Figure 1. Cell area per tile.
Scale: 4 px per um. The die is cut into 8 by 8 equal tiles; dark blue is low, red is high, 0 to 100% covered.
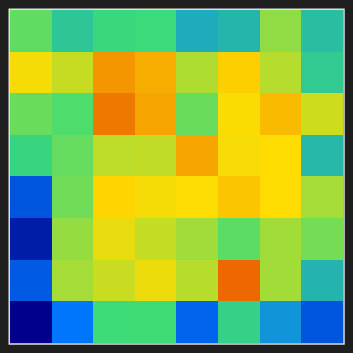
Figure 2. Placed cells, one color a class.
Scale: 4 px per um.
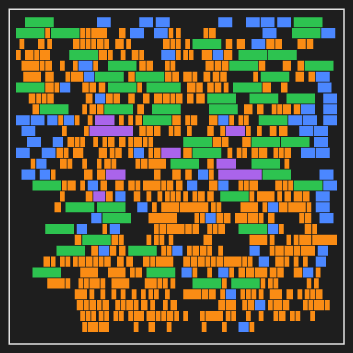
Figure 3. Metal 1.
Scale: 6 px per um. Supply wires on this layer in gray. Cells faint in the background.
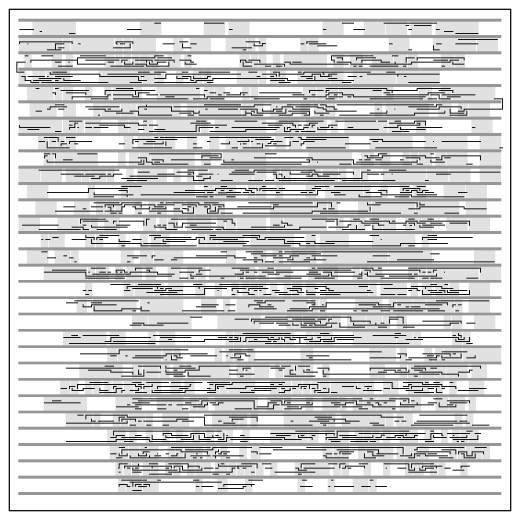
==> src/rtl/muldiv_unit.sv <==
// Iterative unsigned multiply/divide stage: one result bit per clock.
// Shift-add multiply, restoring divide, shared (2*WIDTH+1)-bit accumulator.
module muldiv_unit #(
    parameter int unsigned WIDTH = 8
) (
    input  logic             CLK,
    input  logic             RESET,
    input  logic             START,
    input  logic             OP,
    input  logic [WIDTH-1:0] INA,
    input  logic [WIDTH-1:0] INB,
    output logic             BUSY,
    output logic             DONE,
    output logic [WIDTH-1:0] RLO,
    output logic [WIDTH-1:0] RHI,
    output logic             DZ,
    output logic             ZF
);

    localparam int unsigned CW = $clog2(WIDTH) + 1;

    typedef enum logic [1:0] {StIdle, StRun, StFin} state_e;

    state_e             state_q, state_d;
    logic [CW-1:0]      cnt_q, cnt_d;
    logic [2*WIDTH:0]   acc_q, acc_d;
    logic [WIDTH-1:0]   opnd_q, opnd_d;
    logic               op_q, op_d;
    logic [WIDTH-1:0]   rlo_q, rlo_d, rhi_q, rhi_d;
    logic               dz_q, dz_d, zf_q, zf_d;

    logic [WIDTH:0]     mul_sum, mul_hi;
    logic [2*WIDTH:0]   mul_next, div_sh, div_next;
    logic [WIDTH+1:0]   div_diff;

    // MUL: acc = {partial (WIDTH+1), multiplier (WIDTH)}; opnd_q holds the multiplicand.
    always_comb begin
        mul_sum  = acc_q[2*WIDTH:WIDTH] + {1'b0, opnd_q};
        mul_hi   = acc_q[0] ? mul_sum : acc_q[2*WIDTH:WIDTH];
        mul_next = {1'b0, mul_hi, acc_q[WIDTH-1:1]};
    end

    // DIV: acc = {0, remainder, dividend/quotient}; opnd_q holds the divisor.
    // The extra top bit of div_diff is the borrow.
    always_comb begin
        div_sh   = {acc_q[2*WIDTH-1:0], 1'b0};
        div_diff = {1'b0, div_sh[2*WIDTH:WIDTH]} - {2'b00, opnd_q};
        div_next = div_diff[WIDTH+1] ? div_sh
                                     : {div_diff[WIDTH:0], div_sh[WIDTH-1:1], 1'b1};
    end

    always_comb begin
        state_d = state_q;
        cnt_d   = cnt_q;
        acc_d   = acc_q;
        opnd_d  = opnd_q;
        op_d    = op_q;
        rlo_d   = rlo_q;
        rhi_d   = rhi_q;
        dz_d    = dz_q;
        zf_d    = zf_q;
        unique case (state_q)
            StIdle: begin
                if (START) begin
                    op_d  = OP;
                    cnt_d = CW'(WIDTH);
                    if (OP) begin
                        acc_d  = {{(WIDTH+1){1'b0}}, INA};
                        opnd_d = INB;
                    end else begin
                        acc_d  = {{(WIDTH+1){1'b0}}, INB};
                        opnd_d = INA;
                    end
                    if (OP && (INB == '0)) begin
                        state_d = StFin;
                        rlo_d   = '1;
                        rhi_d   = INA;
                        dz_d    = 1'b1;
                        zf_d    = 1'b0;
                    end else begin
                        state_d = StRun;
                    end
                end
            end
            StRun: begin
                if (cnt_q == '0) begin
                    state_d = StFin;
                    rlo_d   = acc_q[WIDTH-1:0];
                    rhi_d   = acc_q[2*WIDTH-1:WIDTH];
                    dz_d    = 1'b0;
                    zf_d    = op_q ? (acc_q[WIDTH-1:0] == '0) : (acc_q[2*WIDTH-1:0] == '0);
                end else begin
                    acc_d = op_q ? div_next : mul_next;
                    cnt_d = cnt_q - 1'b1;
                end
            end
            StFin:   state_d = StIdle;
            default: state_d = StIdle;
        endcase
    end

    always_ff @(posedge CLK) begin
        if (RESET) begin
            state_q <= StIdle;
            cnt_q   <= '0;
            acc_q   <= '0;
            opnd_q  <= '0;
            op_q    <= 1'b0;
            rlo_q   <= '0;
            rhi_q   <= '0;
            dz_q    <= 1'b0;
            zf_q    <= 1'b0;
        end else begin
            state_q <= state_d;
            cnt_q   <= cnt_d;
            acc_q   <= acc_d;
            opnd_q  <= opnd_d;
            op_q    <= op_d;
            rlo_q   <= rlo_d;
            rhi_q   <= rhi_d;
            dz_q    <= dz_d;
            zf_q    <= zf_d;
        end
    end

    assign BUSY = (state_q == StRun);
    assign DONE = (state_q == StFin);
    assign RLO  = rlo_q;
    assign RHI  = rhi_q;
    assign DZ   = dz_q;
    assign ZF   = zf_q;

endmodule

==> config.mk <==
export PLATFORM = sky130hd
export DESIGN_NAME = muldiv_unit
export DESIGN_NICKNAME = d
export VERILOG_FILES = /design/src/rtl/muldiv_unit.sv
export SDC_FILE = /design/constraint.sdc
export NUM_CORES = 1
export LEC_CHECK = 0
export ABC_AREA = 1
export ABC_CLOCK_PERIOD_IN_PS = 2150
export CAP_MARGIN = 10
export CORE_UTILIZATION = 50
export CTS_BUF_LIST = sky130_fd_sc_hd__clkbuf_8 sky130_fd_sc_hd__clkbuf_16
export CTS_CLUSTER_DIAMETER = 100
export CTS_CLUSTER_SIZE = 20
export DETAILED_ROUTE_END_ITERATION = 16
export PLACE_DENSITY = 0.71
export SYNTH_ARGS = -nofsm -noshare
export SYNTH_HDL_FRONTEND = slang
export SYNTH_SLANG_ARGS = --single-unit
==> constraint.sdc <==
create_clock -name CLK -period 2.15 [get_ports CLK]
set_input_delay 0.43 -clock CLK [delete_from_list [all_inputs] [get_ports CLK]]
set_output_delay 0.43 -clock CLK [all_outputs]
set_load 0.01 [all_outputs]
==> impl_metrics.csv <==
group,metric,value,unit
yosys,ys_cells,508,
floorplanning,die_boundary_width,83.31,um
power_and_ir_drop,comb_power_share,47.3,%
layout,syn2layout_area_growth,23.66,%
detailed_routing,post_drt_wl_per_cell,15.61,um
power_and_ir_drop,power_density,938.3,nW/um^2
setup_path,critical_path_peak_fanout,3,
yosys,flop_cell,"sky130_fd_sc_hd__dfxtp_1",
setup_path,path_delay_family,"simple AND/OR/NAND/NOR gates",
layout,post_route_cells_drive_above_1_share,10.07,%
final_timing,finalSetupViolations,0,
yosys,syn-num-nets,548,
outcome,run_status,"finished, final reports clean",
global_route,grt_antenna_before_repair,0,
yosys,synth-area-yosys,3306,sq um
floorplanning,num_io_pins,40,
job,tool_warnings,27,
final_timing,final_hold_viol_count,0,
setup_path,worstPathCellList,"inv_1 -> ha_1 -> fa_1 -> nand3b_1 -> nand2_1 -> nand2_1 -> nand3b_1 -> nand3_1 -> nand2_1 -> nand3_1 -> a21oi_1",
yosys,yosys_warnings,0,
yosys,ys_seq_elements,50,
clocking,tritoncts.num_buffers,5,
detailed_routing,dr.first_iter.drc_count,415,
setup_path,critPathLaunchType,"register",
min_path,holdCritPathClass,"register to register",
final_timing,timing.final.max_slew_violations,0,
global_route,globalRouteTotalUtil,30.13,%
detailed_routing,postRouteAntennaNets,0,
power_and_ir_drop,vdd.ir_drop.worst,0.6292,mV
clocking,cts.root.buffer_cell,"sky130_fd_sc_hd__clkbuf_8",
final_timing,worst_clock_skew,0.01088,ns
clocking,buffers_from_clock_root_to_sink_at_most,2,
placement,dpl.hpwl,7.603,mm
floorplanning,die_y,83.31,um
final_timing,setup_tns,0,ns
global_route,grt_remaining_overflow,0,
setup_path,critPathMostFrequentCell,"sky130_fd_sc_hd__nand2_1",
setup_path,crit_buf_inv,1,
detailed_routing,firstDrtPassIters,5,
job,drv_cap,0,
layout,layout.filler_cells,578,
setup_path,setup.worst_path.class,"register to register",
power_and_ir_drop,proportion_of_power_drawn_by_flip_flops_and_latches,31.7,%
final_timing,hold-worst-slack,0.4812,ns
clocking,clock_sink_count,50,
global_route,grt_first_pass_wirelength,17.02,mm
final_timing,final.min_clock_period,2.014,ns
yosys,synth_seq_share,30.28,%
power_and_ir_drop,internal_power_contribution,2.279,mW
yosys,enable_flop_cells,0,
clocking,cts-htree-levels,2,
final_timing,max_slew.worst_pin.slew,0.5404,ns
clocking,cts_tree,"done",
final_timing,unrepaired_setup_endpoints_after_global_routing,"false",
final_timing,fin_crit_sh,93.67,%
clocking,ctsResizeCount,1,
power_and_ir_drop,power_switching_share,40.58,%
global_route,first_global_vias,3540,
yosys,post_synth.cell_area_avg,6.507,sq um
detailed_routing,via_per_inst,5.830,
detailed_routing,remaining_drc_errors,0,
clocking,clkLatencyLatePin,0.31,ns
setup_path,cpPeakStageDelay,0.42,ns
floorplanning,design.die.area,6941,sq um
power_and_ir_drop,leakagePower,1.799,nW
power_and_ir_drop,power.clock.fraction,21.0,%
setup_path,critPathArrivalTime,2.25,ns
floorplanning,core-area,6350,sq um
final_timing,slew_headroom,63.93,%
global_route,grt_max_degree,36,
layout,num-nets-final,605,
final_timing,maxClockFrequency,496.6,MHz
yosys,mapped_cell_area,3306,sq um
placement,postPlaceCellArea,3935,sq um
setup_path,nature_of_the_critical_path_endpoint,"register",
placement,io_buffer_count,39,
setup_path,critPathSlowestCell,"sky130_fd_sc_hd__fa_1",
layout,num_antenna_cells,0,
layout,final_area,4088,sq um
placement,dpl.cell_count,635,
yosys,postSynth.asyncResetShare,0,%
yosys,synth_cells,508,
clocking,cts.clk_slew.worst_paths,0.09,ns
clocking,post_cts.repair.setup_buffers,0,
placement,place_congestion,0.9354,
floorplanning,placementRows,29,
power_and_ir_drop,netSwitchingPower,1.557,mW
layout,number_of_non_filler_instances_in_the_completed_layout,643,
yosys,ys_types,36,
setup_path,worstPathRequired,2.39,ns
floorplanning,core_util_floorplan,52.06,%
clocking,hold_buffers,0,
-- Figure 1 (at the start) --
densest ninth of the die = middle
fullest tile = 88%
tiles over 75% full = 16%

-- Figure 2 (at the start) --
orange -> remaining logic cells  # cells 434, share of their area 55%
blue -> remaining buffers and delay cells  # cells 74, share of their area 16%
purple -> clock drivers and dummy loads  # cells 8, share of their area 3.4%
green -> registers  # cells 50, share of their area 25%

-- Figure 3 (at the start) --
main direction = horizontal
wire length on this layer = 4,590 um
share of all routed wire = 46%
longest straight run = 38.2 um
detailed-route via count: 3,749
met1 Usage GRT: 43.16%
wirelength, routed: 10.04 mm

==> Yosys cell counts (all sizes together), types with 3 or more instances <==
master  instances  area, sq um
o21ai          60        304.0
nand3          28        150.1
nand2         129        486.7
clkbuf         13        48.80
ha             18        225.2
nand4           9        56.30
dfxtp          50         1001
inv            57        214.0
nand3b          6        45.04
a31oi          29        181.4
nor2           34        137.6
a21oi          45        229.0
nor4            3        18.77
buf            11        71.31
==> flip-flops by register name, indices dropped and copies added (netlist names) <==
register / flops
DZ: 1
RHI: 8
RLO: 8
ZF: 1
acc_q: 17
cnt_q: 4
op_q: 1
opnd_q: 8
state_q: 2
==> layout by cell type, fill, tap and decap left out, types with 3 or more instances in the layout <==
cell and instances:
sky130_fd_sc_hd__nand3b_1 6, sky130_fd_sc_hd__inv_2 3, sky130_fd_sc_hd__inv_1 54, sky130_fd_sc_hd__dfxtp_1 49, sky130_fd_sc_hd__nor2_1 32, sky130_fd_sc_hd__ha_1 18, sky130_fd_sc_hd__a21oi_1 44, sky130_fd_sc_hd__nand3_1 26
sky130_fd_sc_hd__o21ai_0 56, sky130_fd_sc_hd__a31oi_1 29, sky130_fd_sc_hd__clkdlybuf4s50_1 39, sky130_fd_sc_hd__nor4_1 3, sky130_fd_sc_hd__buf_4 35, sky130_fd_sc_hd__clkbuf_8 5, sky130_fd_sc_hd__nand2_1 128, sky130_fd_sc_hd__nand4_1 9
==> final cells by class <==
cell class / count / area, sq um / share of cell area [%]
tap: 77 / 96.34 / 2.357
sequential: 50 / 1005 / 24.58
clock buffer: 5 / 68.82 / 1.684
multi-input combinational: 375 / 1973 / 48.27
inverter: 59 / 222.7 / 5.448
timing repair buffer: 74 / 653.1 / 15.98
clock inverter: 3 / 68.82 / 1.684
==> cells by family (layout without fill, tap and decap cells) <==
kind of cell	Yosys count	in the layout	share of synthesized area, %
AOI/OAI and AO/OA	139	139	22.71
and+or+nand+nor	212	212	27.56
adders and majority gates	20	20	8.024
DFF	50	50	30.28
xor gates and xnor gates	4	4	1.060
buffers and inverters	83	141	10.37
==> final timing paths <==
check,startpoint,endpoint,slack [ns],cells past startpoint
setup / recovery,acc_q[7],acc_q[14],0.14,11
setup reg to reg,acc_q[7],acc_q[14],0.14,11
hold / removal,DZ,DZ,0.48,2
hold reg to reg,DZ,DZ,0.48,2
==> power by group through the flow <==
stage | logic (mW) | clock network, mW | registers [mW]
2_1_floorplan | 1.12 | 0 | 1.25
3_3_place_gp | 1.72 | 0 | 1.23
3_5_place_dp | 1.76 | 0 | 1.23
4_1_cts | 1.77 | 0.801 | 1.21
5_1_grt | 2.02 | 0.846 | 1.24
6_report | 1.82 | 0.806 | 1.21
==> per-stage QoR <==
step                      util (%)  setup WS (ns)  total power, mW
final                        64.37         0.1362            3.835
after global routing         64.37       0.009014            4.101
after CTS                    64.16        0.08068            3.780
after detailed placement     61.97       0.005158            2.990
after global placement       61.97        0.01696            2.949
after floorplan                  -         0.3046            2.367
==> layer usage <==
layer  part of all wire [%]  track usage, %  wire (um)
met1                     46           43.16       4588
met2                     43           48.06       4355
met3                    9.1           3.877        913
met4                    1.8           7.210        181
met5                      0               0          0
No activity file was given, so power comes from the tool's default toggle rates.
